==> config.mk <==
export PLATFORM = sky130hd
export DESIGN_NAME = a_rom_reader
export DESIGN_NICKNAME = d
export VERILOG_FILES = /design/src/rtl/a_rom_reader.sv
export SDC_FILE = /design/constraint.sdc
export NUM_CORES = 1
export LEC_CHECK = 0
export ABC_CLOCK_PERIOD_IN_PS = 1900
export CELL_PAD_IN_SITES_DETAIL_PLACEMENT = 0
export CELL_PAD_IN_SITES_GLOBAL_PLACEMENT = 1
export CORE_ASPECT_RATIO = 0.7
export CORE_MARGIN = 1
export CORE_UTILIZATION = 30
export DETAILED_ROUTE_END_ITERATION = 16
export PLACE_DENSITY = 0.9
export SYNTH_ARGS = -nofsm -noshare
export SYNTH_HDL_FRONTEND = slang
export SYNTH_SLANG_ARGS = --single-unit
==> constraint.sdc <==
create_clock -name clk -period 1.9 [get_ports clk]
set_input_delay 0.285 -clock clk [delete_from_list [all_inputs] [get_ports clk]]
set_output_delay 0.285 -clock clk [all_outputs]
set_load 0.01 [all_outputs]
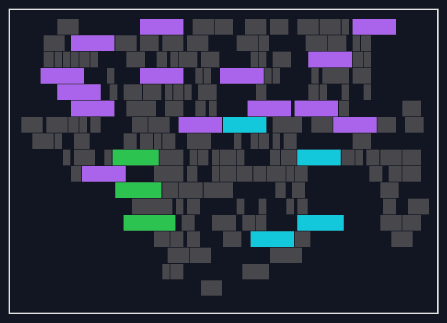
Fig. 1. Where the registers sit.
Drawn at 6 px/um. Other cells in gray.
[`word_q`] purple | flops: 14
[`state`] green | flops: 3
[`rom_addr`] cyan | flops: 4
final core occ: 47.9%
area taken by flip-flops and latches: 428 sq um
fraction of area in registers: 28.2%
power drawn by the sequential cells: 0.448 mW

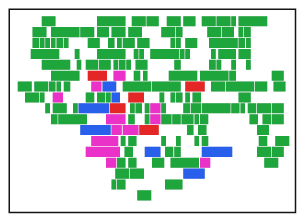
Fig. 2. Drive-strength map.
Drawn at 4 px/um.
[_2 cells] blue | cells: 7
[_0 and _1 cells] green | cells: 146
[_3 and _4 cells] magenta | cells: 12
[_6 and larger] red | cells: 5
post-layout worst setup margin: 126 ps
layout overhead on the synthesized area: 51.2%
post-route standard cell area excluding fillers: 0.00152 sq mm
buffer count excluding the clock tree in the final layout: 47

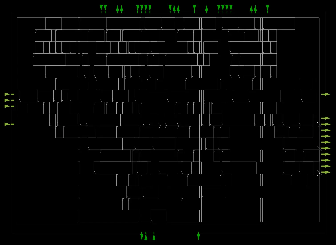
Fig. 3. Cell outlines without signal wires.
Well Taps: 38
Finished Layout Cells: 208
number of sequential cells in the layout: 21
num rows: 17

==> run notes <==
Status of the implementation.

- The flow ran to the end, but the final reports show violations.
- The final reports fail on design-rule violations.
- The post-placement cell area is about 0.0015 sq mm.
- The uppermost layer routed is met4, for reference.
- Counting instances in the post-synthesis netlist gives the leading cell types as 37 x sky130_fd_sc_hd__nand2_1, 21 x sky130_fd_sc_hd__dfxtp_1, 18 x sky130_fd_sc_hd__a21oi_1.
- The worst setup slack before clock tree synthesis is 88.9 ps, for reference.
- The setup check on the worst reg-to-reg path leaves a slack of between 300 and 400 ps.
- The detailed placer's ending HPWL is approximately 1900 um, for reference.
- The kind of end point of the critical path is an output pin, for reference.
- The vertical die dimension is between 50 and 60 um, for reference.
- The first global-routing pass estimated about 4200 um of wire.
- After floorplanning, the core was sized to cover 0.00317 sq mm.
- The chip area line in the Yosys stat output reads 0.00100 sq mm.
- The tree is rooted in a sky130_fd_sc_hd__clkbuf_8.
- The final weighted congestion in routability-driven placement is around 0.80, for reference.
- The number of buffers created by CTS is 3, for reference.
- Sorting the Yosys area breakdown by cell type puts at the top sky130_fd_sc_hd__dfxtp_1.
- The register bit count reported by yosys is 21, for reference.
- The worst-case vdd ir drop is about 0.37 mV, for reference.
- No sink is reached through more buffers than the 2 on the longest clock path.
- The share of the synthesized area in the top cell type is 41.8%, for reference.
- The hold violation total from the final report is 0, for reference.
- Per the slew report, the remaining headroom to the max-slew limit stands at about 69%.
- Global routing used between 15 and 20% of the available tracks across all layers.
- The clock skew is 0.579 ps, for reference.
- The initial DRC count is 39, for reference.
- Per the final report, max-transition violations number 0.
- Per the run summary, max-cap violations total 0.
- The number of warnings reported in the stage logs is 26.
- The highest clock rate is roughly 560 MHz, for reference.
- The worst hold-check slack is about 460 ps, for reference.
- For the final routed database, the setup TNS stands at 0 ps.
- The flip-flop count of the largest register after layout is 14, for reference.
- The remaining routing DRC violations is 3, for reference.
- After global routing the overflow that remains totals 0.
- Once detail routing completed, the nets flagged for antenna violations numbered 0.
- The depth of the worst hold-timing path is 2, for reference.
- The number of warnings issued by yosys is 0, for reference.
- TritonRoute output was used to compute an average wire per cell of ~12 um.
- The via count of the first global-routing pass is around 960, for reference.
- On the critical path the data arrives at between 1000 and 1500 ps.
- The proportion of register bits with asynchronous set or reset after synthesis is 0%, for reference.
- The net count of the finished layout is around 190.
- The report puts the cell count of the worst reg-to-reg path at 6.
- Looking at the gate-level netlist, the highest instance count belongs to sky130_fd_sc_hd__nand2_1.
- The setup path with the least slack is of type reg -> out.
-- report_power, final --
part / total [mW] / internal [mW] / switching, mW
combinational: 0.0803 / 0.0487 / 0.0316
clock: 0.288 / 0.149 / 0.139
sequential: 0.448 / 0.443 / 0.00472
-- layout make-up --
| cell class | instances | area [sq um] |
|---|---|---|
| Sequential cell | 21 | 428 |
| Multi-Input combinational cell | 96 | 547 |
| Inverter | 2 | 7.51 |
| Clock buffer | 4 | 45.0 |
| Fill cell | 303 | 1650 |
| Tap cell | 38 | 47.5 |
| Timing Repair Buffer | 47 | 444 |
-- worst max-delay path, cell delays in order (launching register included) --
cell,delay (ps)
sky130_fd_sc_hd__dfxtp_2,340
sky130_fd_sc_hd__nand2b_4,130
sky130_fd_sc_hd__nor2_2,50
sky130_fd_sc_hd__or2_4,270
sky130_fd_sc_hd__and2_1,160
sky130_fd_sc_hd__dlygate4sd2_1,280
-- placed cells by master, fill, tap and decap left out, types with 2 or more instances in the layout --
cell and n:
sky130_fd_sc_hd__nand2_1 37, sky130_fd_sc_hd__clkdlybuf4s50_1 23, sky130_fd_sc_hd__a21oi_1 18, sky130_fd_sc_hd__dfxtp_1 17
sky130_fd_sc_hd__dlygate4sd2_1 13, sky130_fd_sc_hd__a22o_1 7, sky130_fd_sc_hd__buf_4 7, sky130_fd_sc_hd__and2_1 5
sky130_fd_sc_hd__and3_1 3, sky130_fd_sc_hd__clkbuf_8 3, sky130_fd_sc_hd__dfxtp_2 3, sky130_fd_sc_hd__inv_1 2
sky130_fd_sc_hd__or3_1 2, sky130_fd_sc_hd__nand3_1 2, sky130_fd_sc_hd__nor2_1 2, sky130_fd_sc_hd__a31oi_1 2
sky130_fd_sc_hd__dlymetal6s2s_1 2, sky130_fd_sc_hd__buf_6 2
-- layer usage --
layer | up-vias | track usage [%]
li1 | 521 | -
met1 | 480 | 20.2
met5 | - | 0
met2 | 30 | 24.8
met4 | 0 | 6.33
met3 | 4 | 5.02
-- timing repair --
item	4_1_cts	5_1_grt
setup endpoints to repair	15	6
buffers inserted	1	0
gates resized	22	4
-- logic make-up after synthesis --
group	Yosys count	share of synthesized area, %
simple gates	64	32.5
fa+ha+maj	1	1.25
compound gates	29	17.4
flops	21	41.8
mux	1	1.12
buf+inv	9	4.98
xor+xnor	1	0.872
No activity file was given, so power comes from the tool's default toggle rates.
